<file path="src/rtl/uart_pkg.sv">
// Shared definitions for the UART receive path: FSM states, oversampling
// constants and the layout of the CPU-visible status/data word.
package uart_pkg;

   typedef enum logic [2:0] {
      ST_IDLE  = 3'd0,
      ST_START = 3'd1,
      ST_DATA  = 3'd2,
      ST_STOP  = 3'd3,
      ST_BREAK = 3'd4
   } rx_state_t;

   localparam int OVERSAMPLE = 16;
   localparam int MID_SAMPLE = 7;

   localparam int DATA_LSB  = 0;
   localparam int VALID_BIT = 16;
   localparam int OVR_BIT   = 17;
   localparam int FERR_BIT  = 18;

   function automatic logic [31:0] make_word(input logic ferr, input logic ovr,
                                             input logic valid, input logic [7:0] data);
      logic [31:0] w;
      w = '0;
      w[DATA_LSB +: 8] = data;
      w[VALID_BIT]     = valid;
      w[OVR_BIT]       = ovr;
      w[FERR_BIT]      = ferr;
      return w;
   endfunction

endpackage

</file>
<file path="src/rtl/uart_rx_fifo.sv">
// Synchronous receive FIFO. Pointers carry one extra wrap bit so full and
// empty are distinguishable without a separate occupancy counter.
module uart_rx_fifo #(
   parameter int DEPTH = 8,
   parameter int WIDTH = 8
) (
   input  logic             clk,
   input  logic             reset,
   input  logic             push,
   input  logic [WIDTH-1:0] push_data,
   input  logic             pop,
   output logic [WIDTH-1:0] head,
   output logic             empty,
   output logic             full
);

   localparam int AW = $clog2(DEPTH);

   logic [WIDTH-1:0] mem [DEPTH];
   logic [AW:0]      wr_ptr;
   logic [AW:0]      rd_ptr;
   logic             do_push;
   logic             do_pop;

   assign empty   = (wr_ptr == rd_ptr);
   assign full    = (wr_ptr[AW] != rd_ptr[AW]) && (wr_ptr[AW-1:0] == rd_ptr[AW-1:0]);
   assign do_pop  = pop && !empty;
   // A pop frees the head slot in the same edge, so a full FIFO may still accept.
   assign do_push = push && (!full || do_pop);
   assign head    = mem[rd_ptr[AW-1:0]];

   always_ff @(posedge clk) begin
      if (reset) begin
         wr_ptr <= '0;
         rd_ptr <= '0;
      end else begin
         if (do_push) begin
            mem[wr_ptr[AW-1:0]] <= push_data;
            wr_ptr <= wr_ptr + 1'b1;
         end
         if (do_pop)
            rd_ptr <= rd_ptr + 1'b1;
      end
   end

endmodule

</file>
<file path="src/rtl/uart_rx_controller.sv">
// 8N1 UART receiver with 16x oversampling, an RX FIFO and a registered
// status/data word carrying valid, overrun and framing-error flags.
module uart_rx_controller
   import uart_pkg::*;
#(
   parameter int DIVISOR    = 27,
   parameter int FIFO_DEPTH = 8
) (
   input  logic        clk,
   input  logic        reset,
   input  logic        serial_in,
   input  logic        readenable,
   output logic [31:0] readdata,
   output logic        rx_avail,
   output logic        rx_error
);

   localparam int DW = $clog2(DIVISOR);

   logic            sync1;
   logic            rx_s;
   logic [DW-1:0]   div_cnt;
   logic            tick;
   rx_state_t       state;
   logic [3:0]      s;
   logic [2:0]      bit_idx;
   logic [7:0]      shreg;
   logic            ovr_flag;
   logic            ferr_flag;
   logic            stop_sample;
   logic            push;
   logic            pop;
   logic            ferr_evt;
   logic            ovr_evt;
   logic [7:0]      head;
   logic            empty;
   logic            full;

   always_ff @(posedge clk) begin
      if (reset) begin
         sync1 <= 1'b1;
         rx_s  <= 1'b1;
      end else begin
         sync1 <= serial_in;
         rx_s  <= sync1;
      end
   end

   assign tick = (div_cnt == DW'(DIVISOR - 1));

   always_ff @(posedge clk) begin
      if (reset || tick)
         div_cnt <= '0;
      else
         div_cnt <= div_cnt + 1'b1;
   end

   // Stop-bit decisions are decoded from the FSM so the byte lands in the
   // FIFO on the same edge that ends the stop sample.
   assign stop_sample = (state == ST_STOP) && tick && (s == 4'(OVERSAMPLE - 1));
   assign push        = stop_sample && rx_s;
   assign ferr_evt    = stop_sample && !rx_s;
   assign pop         = readenable && !empty;
   assign ovr_evt     = push && full && !pop;

   always_ff @(posedge clk) begin
      if (reset) begin
         state   <= ST_IDLE;
         s       <= '0;
         bit_idx <= '0;
         shreg   <= '0;
      end else begin
         case (state)
            ST_IDLE: begin
               if (!rx_s) begin
                  state <= ST_START;
                  s     <= '0;
               end
            end
            ST_START: begin
               if (tick) begin
                  if (s == 4'(MID_SAMPLE)) begin
                     s       <= '0;
                     bit_idx <= '0;
                     state   <= rx_s ? ST_IDLE : ST_DATA;
                  end else begin
                     s <= s + 1'b1;
                  end
               end
            end
            ST_DATA: begin
               if (tick) begin
                  s <= s + 1'b1;
                  if (s == 4'(OVERSAMPLE - 1)) begin
                     shreg[bit_idx] <= rx_s;
                     bit_idx        <= bit_idx + 1'b1;
                     if (bit_idx == 3'd7)
                        state <= ST_STOP;
                  end
               end
            end
            ST_STOP: begin
               if (tick) begin
                  s <= s + 1'b1;
                  if (s == 4'(OVERSAMPLE - 1))
                     state <= rx_s ? ST_IDLE : ST_BREAK;
               end
            end
            ST_BREAK: begin
               if (rx_s)
                  state <= ST_IDLE;
            end
            default: state <= ST_IDLE;
         endcase
      end
   end

   uart_rx_fifo #(
      .DEPTH (FIFO_DEPTH),
      .WIDTH (8)
   ) u_fifo (
      .clk       (clk),
      .reset     (reset),
      .push      (push),
      .push_data (shreg),
      .pop       (pop),
      .head      (head),
      .empty     (empty),
      .full      (full)
   );

   // A read reports and clears the flags; an event on the same edge survives.
   always_ff @(posedge clk) begin
      if (reset) begin
         readdata  <= '0;
         ovr_flag  <= 1'b0;
         ferr_flag <= 1'b0;
      end else if (readenable) begin
         readdata  <= make_word(ferr_flag, ovr_flag, !empty, empty ? 8'd0 : head);
         ovr_flag  <= ovr_evt;
         ferr_flag <= ferr_evt;
      end else begin
         ovr_flag  <= ovr_flag | ovr_evt;
         ferr_flag <= ferr_flag | ferr_evt;
      end
   end

   assign rx_avail = !empty;
   assign rx_error = ovr_flag | ferr_flag;

endmodule

</file>
<file path="config.mk">
export PLATFORM = sky130hd
export DESIGN_NAME = uart_rx_controller
export DESIGN_NICKNAME = d
export VERILOG_FILES = /design/src/rtl/uart_pkg.sv /design/src/rtl/uart_rx_fifo.sv /design/src/rtl/uart_rx_controller.sv
export SDC_FILE = /design/constraint.sdc
export NUM_CORES = 1
export LEC_CHECK = 0
export CORE_MARGIN = 3
export CORE_UTILIZATION = 60
export DETAILED_ROUTE_END_ITERATION = 10
export GPL_ROUTABILITY_DRIVEN = 0
export PLACE_DENSITY = 0.82
export SKIP_CTS_REPAIR_TIMING = 1
export SYNTH_ARGS = -nofsm -noshare
export SYNTH_HDL_FRONTEND = slang
export SYNTH_SLANG_ARGS = --single-unit
</file>
<file path="constraint.sdc">
create_clock -name clk -period 6.9 [get_ports clk]
set_input_delay 1.38 -clock clk [delete_from_list [all_inputs] [get_ports clk]]
set_output_delay 1.38 -clock clk [all_outputs]
set_load 0.03 [all_outputs]
</file>
run_1/layer_met1.png
Supply wires on this layer in gray.
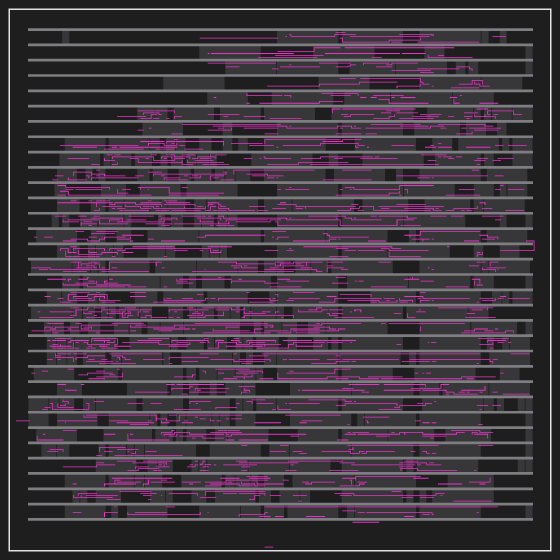
The layer holds 42% of the routed length. The wires run mostly horizontal. The longest straight run is 41.4 µm.
WL final: 9.025 mm
Vias: 2925
met1 usage: 0.2667

run_1/io_fan.png
Scale bar: 20 µm.
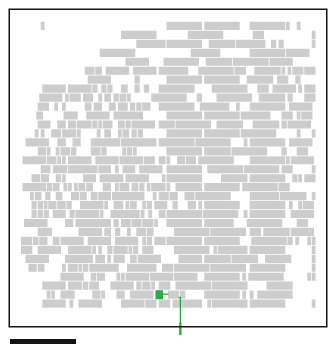
Key: rx_error = green [direction output, edge bottom, end cells 1, buffers 1, wire 10.6 µm]

run_1/flops_by_reg.png
Other sequential cells in the stronger gray, the rest of the logic in the fainter gray.
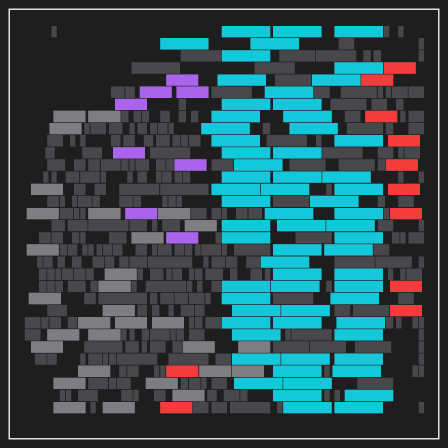
Key: u_fifo.mem = cyan [sequential cells 64]; readdata = red [sequential cells 11]; shreg = purple [sequential cells 8]
register area: 2903 µm²
post-layout util: 0.7091
sequential cell power: 0.711 mW

run_1/congestion.png
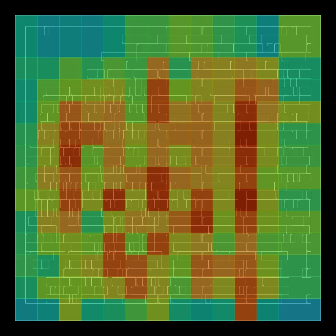
grt peak-use layer: met2
M2 GR Usage: 0.3845
all-layer global routing usage: 0.2257

==> summary.txt, run 1 <==
yosys + openroad results -> initial drt markers=174, Cells after Synth=380, Post-synth ARST share=0, Area leader share=0.3958, critical path fanouts, max=10, Clock-cell share=0.1017, pin slew with the least headroom to its limit=1279 ps, Max Root-Sink Buffers=2, run status=finished clean, share of power burned in registers=0.454, comb_multi_in=234, Post-synth area hogs=edfxtp_1 (40%), dfxtp_1 (20%), mux4_2 (7.4%), buf_4 (3.4%), mux2i_1 (2.7%), WP data arrival=2250 ps, Avg Synthesized Cell Area=12.78 µm², Lkg Pwr=1.928 nW, largest net degree at the start of global routing=38, Final #Nets=403, crit-path leading delay family=buffers and inverters, Tapcells=102, Switching Power=0.3106 mW, Slew Limit Fails=0
run 1: cell families (layout without fill, tap and decap cells):
group,Yosys count,in the layout,share of synthesized area
buf+inv,53,57,0.05900
fa+ha+maj,7,7,0.01804
other cells,1,21,0.0007723
simple gates,107,107,0.1216
flops,113,113,0.5978
compound gates,58,58,0.07808
xor+xnor,8,8,0.01443
mux,33,33,0.1103
run 1: worst paths after layout:
path | from | end | cells after the start
worst max-delay path | u_fifo.wr_ptr[2] | rx_avail | 4
worst min-delay path | sync1 | rx_s | 1
worst max register to register | div_cnt[0] | u_fifo.mem[5][0] | 6
worst min register to register | sync1 | rx_s | 1
run 1: worst register-to-register path, stage by stage, from the launching register on:
cell and delay (ps):
dfxtp_1 330, inv_1 60, ha_1 210, nand4b_4 230
nor4_1 510, o2111ai_1 290, nor3b_1 1080
run 1: power by group through the flow:
| stage | logic (mW) | registers [mW] | clock network (mW) |
|---|---|---|---|
| detailed placement | 0.0311 | 0.724 | 0 |
| floorplan | 0.0374 | 0.722 | 0 |
| CTS | 0.0312 | 0.710 | 0.835 |
| global route | 0.0346 | 0.710 | 0.871 |
| global placement | 0.0305 | 0.724 | 0 |
| finish | 0.0316 | 0.711 | 0.822 |
run 1: metal layers:
metal / share of wire / up-vias / wire (µm) / global-route usage
met5: 0 / - / 0 / 0
met4: 0.022 / 0 / 197 / 0.08412
met3: 0.040 / 21 / 363 / 0.07349
met2: 0.52 / 74 / 4659 / 0.3845
met1: 0.42 / 1438 / 3804 / 0.2667
li1: - / 1392 / - / -
run 1: per-stage QoR:
stage	hold WS, ps	setup WS, ps	std cells
after global placement	394.0	3107	475
after detailed placement	398.7	3011	475
after CTS	413.7	3252	506
after global routing	434.0	3153	506
final	411.0	3273	506
after floorplan	389.5	3875	400
run_1/layer_met2.png
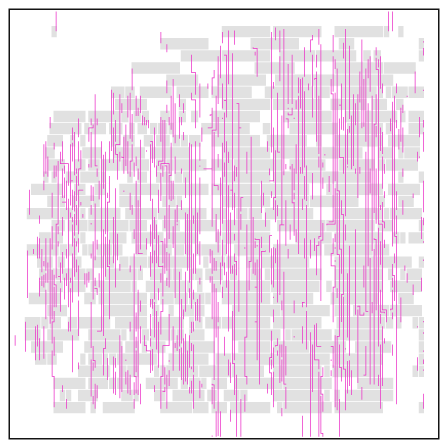

## Run 2: what changed since run 1
--- a/config.mk
+++ b/config.mk
@@ -6,10 +6,10 @@
 export NUM_CORES = 1
 export LEC_CHECK = 0
 export CORE_MARGIN = 3
-export CORE_UTILIZATION = 60
+export CORE_UTILIZATION = 52
 export DETAILED_ROUTE_END_ITERATION = 10
 export GPL_ROUTABILITY_DRIVEN = 0
-export PLACE_DENSITY = 0.82
+export PLACE_DENSITY = 0.75
 export SKIP_CTS_REPAIR_TIMING = 1
 export SYNTH_ARGS = -nofsm -noshare
 export SYNTH_HDL_FRONTEND = slang
==> constraint.sdc (replaced) <==
create_clock -name clk -period 3.3 [get_ports clk]
set_input_delay 0.66 -clock clk [delete_from_list [all_inputs] [get_ports clk]]
set_output_delay 0.66 -clock clk [all_outputs]
set_load 0.03 [all_outputs]
run_2/layer_met2.png
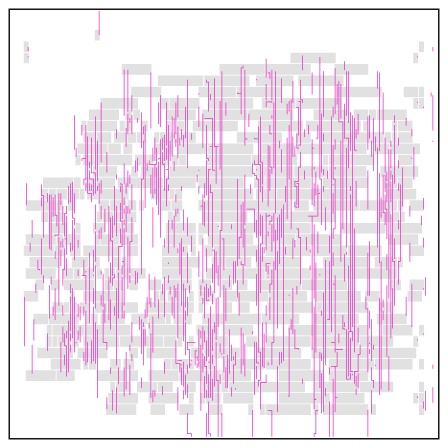
359 nets have wire on it. The longest straight run is 51.5 µm.

==> run 2 against run 1 <==
Against the previous run:
- flip-flop count is the same
- synthesized area is the same
- clock power increased by 120%
- sequential share of layout area down 0.56 points
- utilization shrank 8.0 points
- sequential power rose by 110%
- register-to-register slack got worse by 3500 ps
- worst setup slack worse by 3000 ps
- critical endpoint is now u_fifo.mem[0][5]
==> summary.txt, run 2 <==
yosys + openroad results -> Site Rows=34, WP data arrival=3120 ps, ys flop type=edfxtp_1, largest net degree at the start of global routing=37, Post-synth ARST share=0, Vias=2925, Slew Limit Fails=0, biggest cell delay along the critical path=1000 ps, pin slew with the least headroom to its limit=1231 ps, Post-synth area hogs=edfxtp_1 (40%), dfxtp_1 (20%), mux4_2 (7.4%), buf_4 (3.4%), mux2i_1 (2.7%), H-tree depth=4, critical path fanouts, max=13, r2r endpoint=u_fifo.mem[0][5], Lkg Pwr=1.942 nW, worst endpoint required time=3430 ps, Max Root-Sink Buffers=2, FF-to-FF Start=div_cnt[0], DP Area=4996 µm², WP depth=6, count leader, synth=edfxtp_1, all-layer global routing usage=0.1842, run status=finished clean, largest area contributor in the netlist=edfxtp_1, Cells after Synth=380, cell count of the worst reg-to-reg path=6, Crit. Startpoint=div_cnt[0], Setup CP Type=register to register, Final #Nets=405, WL final=8.699 mm, Avg Synthesized Cell Area=12.78 µm², crit path to=u_fifo.mem[0][5], Startpoint Class=register, Final Hold Fails=0, Area leader share=0.3958, crit-path leading delay family=simple AND/OR/NAND/NOR gates, initial drt markers=221, max reg flops=64, post-layout util=0.6295, setup violators final=0
-- run 2: cell counts after synthesis --
Identical to the previous run, type by type.
-- run 2: per-layer routing --
layer | wire length, µm | vias up | global-route usage
met5 | 0 | - | 0
met4 | 141 | 0 | 0.07467
met3 | 436 | 16 | 0.06428
met2 | 4403 | 82 | 0.3034
met1 | 3718 | 1430 | 0.2220
li1 | - | 1397 | -
-- run 2: how the worst min path moves through the flow --
stage          slack (ps)  cells past startpoint   end   from
3_3_place_gp          400                      1  rx_s  sync1
3_5_place_dp          400                      1  rx_s  sync1
2_1_floorplan         390                      1  rx_s  sync1
4_1_cts               420                      1  rx_s  sync1
6_report              410                      1  rx_s  sync1
5_1_grt               420                      1  rx_s  sync1
-- run 2: cells by family after synthesis --
group	after synthesis	share of synthesized area
and+or+nand+nor	107	0.1216
other	1	0.0007723
buffers and inverters	53	0.05900
muxes	33	0.1103
adders and majority gates	7	0.01804
AOI/OAI and AO/OA	58	0.07808
DFF	113	0.5978
xor gates and xnor gates	8	0.01443
-- run 2: area by class of cell --
type,instances,area (µm²)
multi-input cells,234,1747
clock buffers,20,435.4
fillers,650,3294
repair buffers,19,182.7
well taps,108,135.1
inverters,9,33.78
flip-flops and latches,113,2903
clock inverters,12,160.2
-- run 2: where the power goes --
group	switching [mW]	total, mW	leakage, nW	internal, mW
Clock	0.643	1.82	0.278	1.17
Sequential	0.00715	1.48	0.988	1.48
Combinational	0.0522	0.0665	0.676	0.0144
Total	0.702	3.37	1.94	2.66
-- run 2: per-stage QoR --
step	setup WS (ps)	hold WS (ps)	power (mW)	cells
floorplan	751.9	389.5	1.589	400
global placement	377.3	395.0	1.579	483
detailed placement	213.3	402.9	1.580	483
CTS	187.6	416.0	3.386	515
global route	37.32	418.9	3.462	515
finish	302.7	411.8	3.367	515
run_2/io_fan.png
Scale bar: 20 µm.
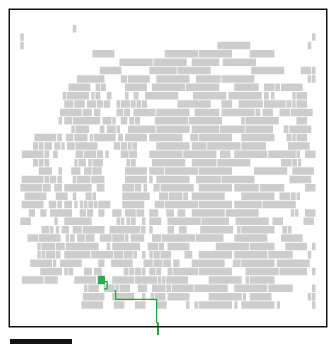

## Run 3: what changed since run 2
--- a/config.mk
+++ b/config.mk
@@ -10,6 +10,7 @@
 export DETAILED_ROUTE_END_ITERATION = 10
 export GPL_ROUTABILITY_DRIVEN = 0
 export PLACE_DENSITY = 0.75
+export RECOVER_POWER = 100
 export SKIP_CTS_REPAIR_TIMING = 1
 export SYNTH_ARGS = -nofsm -noshare
 export SYNTH_HDL_FRONTEND = slang
run_3/io_fan.png
Scale bar: 20 µm.
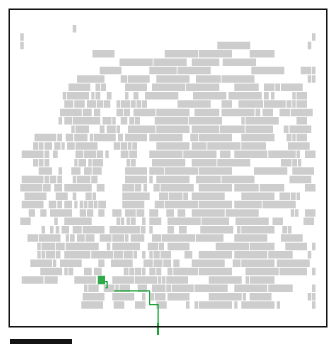
Key: rx_error = green [direction output, edge bottom, end cells 1, buffers 1, wire 28.7 µm]

==> run 3 against run 2 <==
Against the previous run:
- the run now ends with capacitance limit, slew limit left
- via count shrank 0.38%
- clock-buffer cell count is the same
- clock power is essentially flat
- flip-flop count is the same
- clock skew is essentially flat
- worst setup slack lost 12 ps
- die area is the same
- synthesized cell count is the same
- largest cell class unchanged
- highest routed layer unchanged
==> summary.txt, run 3 <==
yosys + openroad results -> Tot Pwr=3.366 mW, MUX share of area=0.1103, WP data arrival=2350 ps, Layout fillers=656, pin slew with the least headroom to its limit=1519 ps, crit-path leading delay family=buffers and inverters, H-tree depth=4, Site Rows=34, FF-to-FF Start=div_cnt[0], WL final=8.692 mm, Lkg Pwr=1.984 nW, max reg flops=64, Fin Hold WS=412.2 ps, Avg Synthesized Cell Area=12.78 µm², Setup CP Type=register to output pin, run status=finished, violations left, Final Hold Fails=0, r2r endpoint=u_fifo.mem[0][5], Cells after Synth=380, largest area contributor in the netlist=edfxtp_1, Basic Gates by Area=0.1216, Max Root-Sink Buffers=2, Post-synth area hogs=edfxtp_1 (40%), dfxtp_1 (20%), mux4_2 (7.4%), buf_4 (3.4%), mux2i_1 (2.7%), Adders+Majority by Area=0.01804, Slew Limit Fails=37, failing checks=capacitance limit, slew limit, yosys aoi share=0.07807, setup violators final=0, Final #Nets=405, Worst Hold Depth=1, WHS Endpoint=rx_s, critical path fanouts, max=10, cell count of the worst reg-to-reg path=6, Vias=2914, Maximum Capacitance Violations=1, post-layout util=0.6279, initial drt markers=196, Post-synth ARST share=0, Dominant comb cell=simple AND/OR/NAND/NOR gates, ys flop type=edfxtp_1, Area leader share=0.3958, all-layer global routing usage=0.1842, XOR Share, Synth=0.01443
## run 3: cell counts after synthesis
Identical to the previous run, type by type.
## run 3: cell type report
type,count,area [µm²],share of cell area
clock buffers,20,435.4,0.07799
multi-input cells,234,1737,0.3111
inverters,9,33.78,0.006051
repair buffers,19,178.9,0.03205
flip-flops and latches,113,2903,0.5199
clock inverters,12,160.2,0.02869
well taps,108,135.1,0.02420
## run 3: how the worst max path moves through the flow
stage | from | to | slack, ps | cells past startpoint
2_1_floorplan | div_cnt[0] | u_fifo.mem[5][0] | 750 | 7
3_3_place_gp | div_cnt[0] | u_fifo.mem[5][2] | 380 | 6
3_5_place_dp | div_cnt[0] | u_fifo.mem[5][2] | 210 | 6
4_1_cts | div_cnt[0] | u_fifo.mem[5][6] | 190 | 6
5_1_grt | div_cnt[0] | u_fifo.mem[1][2] | 50 | 6
6_report | u_fifo.wr_ptr[1] | rx_avail | 290 | 4
## run 3: layer usage
layer | wire length [µm] | track usage
met1 | 3740 | 0.2220
met2 | 4412 | 0.3034
met3 | 372 | 0.06428
met4 | 167 | 0.07467
met5 | 0 | 0
## run 3: logic make-up (layout without fill, tap and decap cells)
| family | Yosys count | in the layout |
|---|---|---|
| flip-flops | 113 | 113 |
| other | 1 | 21 |
| AND/OR/NAND/NOR | 107 | 107 |
| adder cells (fa/ha/maj) | 7 | 7 |
| buffers and inverters | 53 | 60 |
| AND-OR/OR-AND | 58 | 58 |
| multiplexers | 33 | 33 |
| XOR/XNOR | 8 | 8 |
## run 3: power by group
part           internal (mW)  switching [mW]  leakage, nW
Clock                   1.17           0.643        0.278
Combinational         0.0137          0.0521        0.717
Sequential              1.48         0.00707        0.988
Power figures rest on the tool's default switching activity, not on a simulated workload.
